<file path="config.mk">
export PLATFORM = sky130hd
export DESIGN_NAME = button_press_classifier
export DESIGN_NICKNAME = d
export VERILOG_FILES = /design/src/rtl/button_press_classifier.sv
export SDC_FILE = /design/constraint.sdc
export NUM_CORES = 1
export LEC_CHECK = 0
export ABC_AREA = 0
export CAP_MARGIN = 20
export CORE_MARGIN = 1
export CORE_UTILIZATION = 35
export CTS_CLUSTER_SIZE = 25
export DETAILED_ROUTE_END_ITERATION = 6
export GPL_ROUTABILITY_DRIVEN = 0
export HOLD_SLACK_MARGIN = 0.02
export PLACE_DENSITY = 0.58
export RECOVER_POWER = 100
export REMOVE_ABC_BUFFERS = 1
export SLEW_MARGIN = 20
export SYNTH_ARGS = -nofsm -noshare
export SYNTH_HDL_FRONTEND = slang
export SYNTH_SLANG_ARGS = --single-unit
</file>
<file path="constraint.sdc">
create_clock -name clk -period 3.2 [get_ports clk]
set_clock_uncertainty 0.2 [all_clocks]
set_input_delay 0.8 -clock clk [delete_from_list [all_inputs] [get_ports clk]]
set_output_delay 0.8 -clock clk [all_outputs]
set_load 0.005 [all_outputs]
</file>
<file path="src/rtl/button_press_classifier.sv">
// button_press_classifier
//
// Takes the debounced, clk-synchronous button level and turns activity into
// single-cycle event pulses: press, release, short press, long press and
// double click. Durations are counted in strobes of an external tick
// timebase.
//
// Parameters
//   LONG_TICKS : ticks a press must be held to count as long (1 .. 2^CNT_W-1)
//   GAP_TICKS  : max ticks from first release to second press for a double
//                click (1 .. 2^CNT_W-1)
//   CNT_W      : width of the internal tick timer
//
// Ports
//   clk           : system clock, rising edge
//   reset         : synchronous, active-high reset
//   btn_in        : debounced button level, already synchronous to clk
//   tick          : timebase strobe, one clk wide
//   press_pulse   : one-cycle pulse per rising edge of btn_in
//   release_pulse : one-cycle pulse per falling edge of btn_in
//   short_press   : one-cycle pulse for a single short click
//   long_press    : one-cycle pulse when a hold reaches LONG_TICKS
//   double_click  : one-cycle pulse when the second short click releases
//   held          : high while a press is being tracked
//   event_count   : saturating count of short/long/double events
module button_press_classifier #(
    parameter int LONG_TICKS = 50,
    parameter int GAP_TICKS  = 25,
    parameter int CNT_W      = 8
) (
    input  logic       clk,
    input  logic       reset,
    input  logic       btn_in,
    input  logic       tick,
    output logic       press_pulse,
    output logic       release_pulse,
    output logic       short_press,
    output logic       long_press,
    output logic       double_click,
    output logic       held,
    output logic [7:0] event_count
);

    typedef enum logic [2:0] {
        IDLE,
        PRESSED,
        LONG_HELD,
        WAIT_SECOND,
        SECOND_PRESSED
    } state_t;

    localparam logic [CNT_W-1:0] LONG_LIM = CNT_W'(LONG_TICKS);
    localparam logic [CNT_W-1:0] GAP_LIM  = CNT_W'(GAP_TICKS);

    // Adds 0..2 events to the counter, pinning at 255 instead of wrapping.
    function automatic logic [7:0] sat_add(input logic [7:0] a, input logic [1:0] b);
        logic [8:0] s;
        s = {1'b0, a} + {7'b0, b};
        return s[8] ? 8'hFF : s[7:0];
    endfunction

    logic             btn_q;
    logic             rise_p0;
    logic             fall_p0;
    logic             tick_p0;
    state_t           state;
    logic [CNT_W-1:0] timer;
    logic [CNT_W-1:0] timer_inc;

    assign timer_inc = timer + 1'b1;

    // Stage p0: edge detection. The tick strobe is delayed alongside the edge
    // flags so a tick and an edge that coincide on btn_in still coincide here.
    always_ff @(posedge clk) begin
        if (reset) begin
            btn_q   <= 1'b0;
            rise_p0 <= 1'b0;
            fall_p0 <= 1'b0;
            tick_p0 <= 1'b0;
        end else begin
            btn_q   <= btn_in;
            rise_p0 <= btn_in & ~btn_q;
            fall_p0 <= ~btn_in & btn_q;
            tick_p0 <= tick;
        end
    end

    // Stage p1: classification FSM with registered outputs. Edges are tested
    // before the timer threshold, so an edge always wins a tie with a tick.
    always_ff @(posedge clk) begin
        if (reset) begin
            state         <= IDLE;
            timer         <= '0;
            press_pulse   <= 1'b0;
            release_pulse <= 1'b0;
            short_press   <= 1'b0;
            long_press    <= 1'b0;
            double_click  <= 1'b0;
            held          <= 1'b0;
            event_count   <= 8'd0;
        end else begin
            press_pulse   <= 1'b0;
            release_pulse <= 1'b0;
            short_press   <= 1'b0;
            long_press    <= 1'b0;
            double_click  <= 1'b0;

            case (state)
                IDLE: begin
                    if (rise_p0) begin
                        press_pulse <= 1'b1;
                        held        <= 1'b1;
                        timer       <= '0;
                        state       <= PRESSED;
                    end
                end

                PRESSED: begin
                    if (fall_p0) begin
                        release_pulse <= 1'b1;
                        held          <= 1'b0;
                        timer         <= '0;
                        state         <= WAIT_SECOND;
                    end else if (tick_p0) begin
                        if (timer_inc == LONG_LIM) begin
                            long_press  <= 1'b1;
                            event_count <= sat_add(event_count, 2'd1);
                            timer       <= '0;
                            state       <= LONG_HELD;
                        end else begin
                            timer <= timer_inc;
                        end
                    end
                end

                LONG_HELD: begin
                    if (fall_p0) begin
                        release_pulse <= 1'b1;
                        held          <= 1'b0;
                        timer         <= '0;
                        state         <= IDLE;
                    end
                end

                WAIT_SECOND: begin
                    if (rise_p0) begin
                        press_pulse <= 1'b1;
                        held        <= 1'b1;
                        timer       <= '0;
                        state       <= SECOND_PRESSED;
                    end else if (tick_p0) begin
                        if (timer_inc == GAP_LIM) begin
                            short_press <= 1'b1;
                            event_count <= sat_add(event_count, 2'd1);
                            timer       <= '0;
                            state       <= IDLE;
                        end else begin
                            timer <= timer_inc;
                        end
                    end
                end

                SECOND_PRESSED: begin
                    if (fall_p0) begin
                        release_pulse <= 1'b1;
                        double_click  <= 1'b1;
                        held          <= 1'b0;
                        event_count   <= sat_add(event_count, 2'd1);
                        timer         <= '0;
                        state         <= IDLE;
                    end else if (tick_p0) begin
                        if (timer_inc == LONG_LIM) begin
                            // The first click was short; report it together
                            // with the long hold of the second press.
                            short_press <= 1'b1;
                            long_press  <= 1'b1;
                            event_count <= sat_add(event_count, 2'd2);
                            timer       <= '0;
                            state       <= LONG_HELD;
                        end else begin
                            timer <= timer_inc;
                        end
                    end
                end

                default: begin
                    held  <= 1'b0;
                    timer <= '0;
                    state <= IDLE;
                end
            endcase
        end
    end

endmodule
</file>
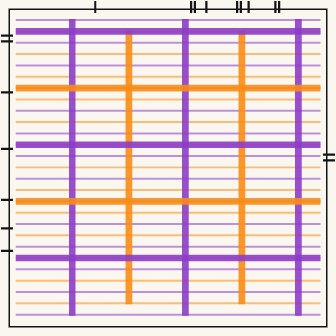
run_1/power_grid.png
Pins as bars on the die edge.
orange -> VDD
purple -> VSS
met5 straps = 5
rows = 26
met1 rails = 27

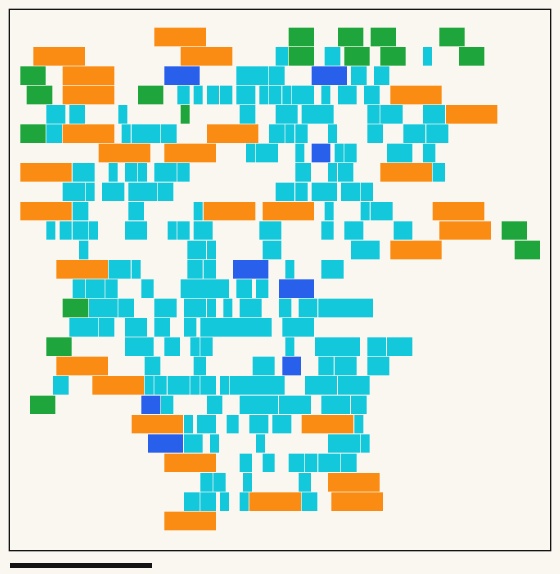
run_1/placement_by_type.png
Scale bar: 20 um.
cyan -> combinational and other logic  # cells 175
orange -> sequential cells  # cells 29
green -> remaining buffers and delay cells  # cells 18
blue -> clock drivers and dummy loads  # cells 8

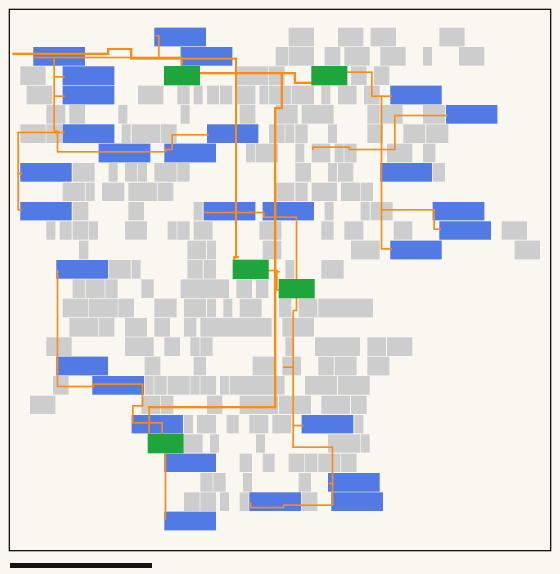
run_1/clk_routes.png
Scale bar: 20 um.
green -> clock drivers  # count 5
orange -> clock wires  # length 449 um
blue -> flip-flops  # count 29
routed clock nets = 6
flops lie = widely spread
clock latency on the worst-skew pair: 0.29 ns
P_clk: 310 uW
Clk network pwr share: 0.419

==> notes.md, run 1 <==
run results: status finished clean, core box area 0.00517 mm2, Peak Freq 396 MHz, Bufs and invs on worst path 0, biggest area cells dfxtp_1 (30%), a21oi_1 (3.7%), ha_1 (3.3%), Layout area overhead 12.1%, unrepaired setup endpoints after global routing no, Tool Warnings 27, worst reg-to-reg path cell count 6, Reg2Reg Setup Slack 0.67 ns, # hold bufs at CTS 0, Detailed Route WL 4090 um, Worst path slowest cell dfxtp_1, 1st-iter DRT viols 87, type of the worst min-delay path reg2reg, Met1 Wirelength 2100 um, share of layout cells above drive strength 1 0.113, initial antenna violation count 0, crit-path max cell delay 0.70 ns, CTS tree built, via count 1586, Worst Setup End Kind flop, actual slew at the worst max-slew pin 0.599 ns, Avg Cell Area, Syn 8.76 um2, Seq share, synth 0.304, register area 581 um2, FP Util 0.369, worst-path maximum fanout 15, maximum capacitance violations 0, Crit. path cell count 6, Post-route DRC 0, total negative setup slack 0 ns, Critical path origin state[1]$_SDFFE_PP0P_, CTS root buf clkbuf_8, gr usage total 0.160, sw frac 0.265, Yosys top cell by area dfxtp_1, yosys stat cell total 218, htree depth 2, sequential cell power 378 uW, PwrDens 346 mW/mm2, Synth async-reset ratio 0, Num CTS Buffers 5, Final nets 238, biggest regs event_count x8, timer x8, state x3, Placed Cells 292, r2r endpoint timer[4]$_SDFFE_PP0P_, M1 GR Usage 0.227, placement-stage cell area 0.00207 mm2, drt first pass iters 4, synthesized area 0.00191 mm2, Post-synth top cells dfxtp_1 (29), nor2_1 (16), a21oi_1 (14), nand2_1 (14), inv_1 (10), combinational fraction of design power 0.071, design area 0.00214 mm2, Slew Limit Fails 0, CP endpoint timer[4]$_SDFFE_PP0P_, final setup vio count 0, Distinct cells, synth 70, crit-path cells nand2_1 -> nor3_1 -> o21ai_0 -> a2111oi_4 -> a21oi_1 -> a21oi_1, Total Power 741 uW, largest net degree at the start of global routing 16, worst slack, placed 0.718 ns, Startpoint Class flop, Setup CP Type reg2reg, GRT busiest layer met2, most frequent cells in the layout dfxtp_1 (29), nor2_1 (16), nand2_1 (15), dlygate4sd3_1 (15), a21oi_1 (14), Comb. pwr 52.8 uW, number of global-route vias before repair 1415, cell row count 26, Top Ports 18, worst r2r src state[1]$_SDFFE_PP0P_, leakage power 0.000785 uW, chip area 0.00575 mm2, count leader, synth dfxtp_1, Slew HR 0.600, Yosys chip area 0.00191 mm2, top power group registers, NetSw 196 uW, Die Wd 75.9 um
==> run 1: layout make-up <==
cell class,instances,share of cell area
Multi-Input combinational cell,165,0.546
Sequential cell,29,0.271
Timing Repair Buffer,18,0.0813
Tap cell,70,0.0409
Clock buffer,5,0.0322
Inverter,10,0.0175
Clock inverter,3,0.0105
==> run 1: cell families (layout without fill, tap and decap cells) <==
logic type / count (synthesis) / in the layout / share of synthesized area
buf+inv: 24 / 36 / 0.0767
mux: 3 / 3 / 0.0170
fa+ha+maj: 5 / 5 / 0.0328
xor+xnor: 5 / 5 / 0.0229
flops: 29 / 29 / 0.304
compound gates: 62 / 62 / 0.258
simple gates: 90 / 90 / 0.288
run_1/wires.png
Two of the layers only.
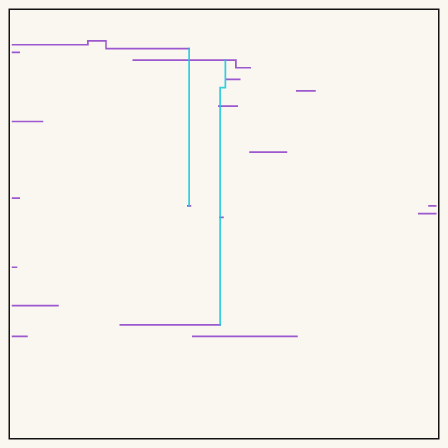

==> inputs of run 2 (changes only) <==
==> constraint.sdc (replaced) <==
create_clock -name clk -period 2.34 [get_ports clk]
set_clock_uncertainty 0.2 [all_clocks]
set_input_delay 0.585 -clock clk [delete_from_list [all_inputs] [get_ports clk]]
set_output_delay 0.585 -clock clk [all_outputs]
set_load 0.005 [all_outputs]
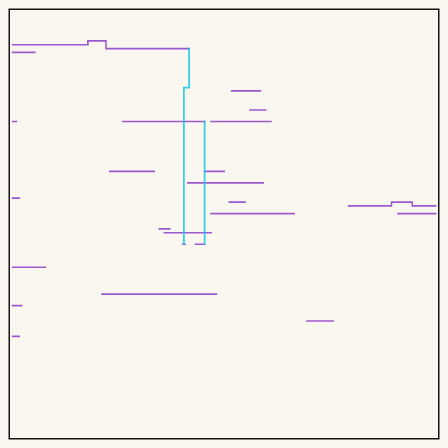
run_2/wires.png
Two of the layers only.
purple -> metal 3  # wire length 183 um
cyan -> metal 4  # wire length 57.4 um
Routed WL per cell: 13.5 um
via count: 1696

==> run 2 against run 1 <==
Register-to-register slack lost 0.55 ns. Routed wire length grew 3.9%. Combinational power grew 59%. Largest power group is now clock.
==> notes.md, run 2 <==
run results: Comb. pwr 83.7 uW, Post-synth top cells dfxtp_1 (29), nor2_1 (16), a21oi_1 (14), nand2_1 (14), inv_1 (10), type of the worst min-delay path reg2reg, leakage power 0.000891 uW, Worst EP arrival 2.18 ns, unrepaired setup endpoints after global routing no, combinational fraction of design power 0.074, drt first pass iters 4, synthesized area 0.00191 mm2, biggest area cells dfxtp_1 (30%), a21oi_1 (3.7%), ha_1 (3.3%), post-layout util 0.447, Startpoint Class flop, design area 0.00231 mm2, Clk network pwr share 0.473, Tool Warnings 27, initial antenna violation count 0, worst r2r src timer[1]$_SDFFE_PP0P_, Bufs and invs on worst path 1, Avg Cell Area, Syn 8.76 um2, htree depth 2, most frequent cells in the layout dfxtp_1 (25), nor2_1 (16), dlygate4sd3_1 (15), nand2_1 (14), a21oi_1 (14), core box area 0.00517 mm2, r2r endpoint event_count[4]$_SDFFE_PP0P_, largest net degree at the start of global routing 18, Distinct cells, synth 70, Seq share, synth 0.304, maximum capacitance violations 0, register area 586 um2, Num CTS Buffers 5, Synth async-reset ratio 0, Yosys chip area 0.00191 mm2, logic area 0.00120 mm2, Slew Limit Fails 0, clock latency on the worst-skew pair 0.28 ns, chip area 0.00575 mm2, Die Wd 75.9 um, total negative setup slack 0 ns, Detailed Route WL 4250 um, Worst Setup End Kind flop, count leader, synth dfxtp_1, NetSw 246 uW, Yosys top cell by area dfxtp_1, CP endpoint event_count[4]$_SDFFE_PP0P_, actual slew at the worst max-slew pin 0.454 ns, final setup vio count 0, P_clk 537 uW, worst-path maximum fanout 6, worst reg-to-reg path cell count 8, cell row count 26, Worst Hold Slack 0.201 ns, Fin. Hold Viols 0, # hold bufs at CTS 0, top power group clock, Post-route DRC 0, FP Util 0.369, CTS tree built, Worst path slowest cell nor4_4, Layout area overhead 21.0%, Peak Freq 451 MHz, ANT nets after route 0, Top Ports 18, worst slack, placed 0.0861 ns, Critical path origin timer[1]$_SDFFE_PP0P_, status finished clean, global-route wire length before repair 7180 um, Synth Register Bits 29, biggest regs event_count x8, timer x8, state x3, 1st-iter DRT viols 115, Syn. warnings 0, Setup CP Type reg2reg, Crit. path cell count 8, crit-path cells ha_2 -> and4bb_1 -> a22oi_4 -> nor4_4 -> o21a_4 -> buf_4 -> and4b_1 -> nor3_1, ant diodes 0, Slew HR 0.695, sw frac 0.217, PwrDens 491 mW/mm2, Final nets 253, share of layout cells above drive strength 1 0.204, yosys stat cell total 218, crit-path max cell delay 0.39 ns, placement-stage cell area 0.00216 mm2, WP data required 2.30 ns, Placed Cells 304, CTS root buf clkbuf_8, sequential cell power 514 uW, Total Power 1130 uW, Reg2Reg Setup Slack 0.12 ns, gr usage total 0.167, number of global-route vias before repair 1491, # Post-CTS Setup Buffers 0
-- run 2: cell counts after synthesis --
Identical to the previous run, type by type.
-- run 2: logic make-up after synthesis --
group / count (synthesis) / share of synthesized area
fa+ha+maj: 5 / 0.0328
buf+inv: 24 / 0.0767
flops: 29 / 0.304
xor+xnor: 5 / 0.0229
mux: 3 / 0.0170
simple gates: 90 / 0.288
compound gates: 62 / 0.258
-- run 2: routing by layer --
metal / track usage / wire length [um] / vias up
met5: 0 / 0 / -
met4: 0.0679 / 57 / 0
met3: 0.0410 / 182 / 5
met2: 0.234 / 1850 / 38
met1: 0.243 / 2160 / 800
li1: - / - / 853
-- run 2: cell type report --
class	instances	area share
clock buffer	7	0.0374
clock inverter	1	0.0130
inverter	10	0.0162
multi-input combinational	165	0.519
sequential	29	0.253
tap	70	0.0379
timing repair buffer	33	0.123
Power figures rest on the tool's default switching activity, not on a simulated workload.
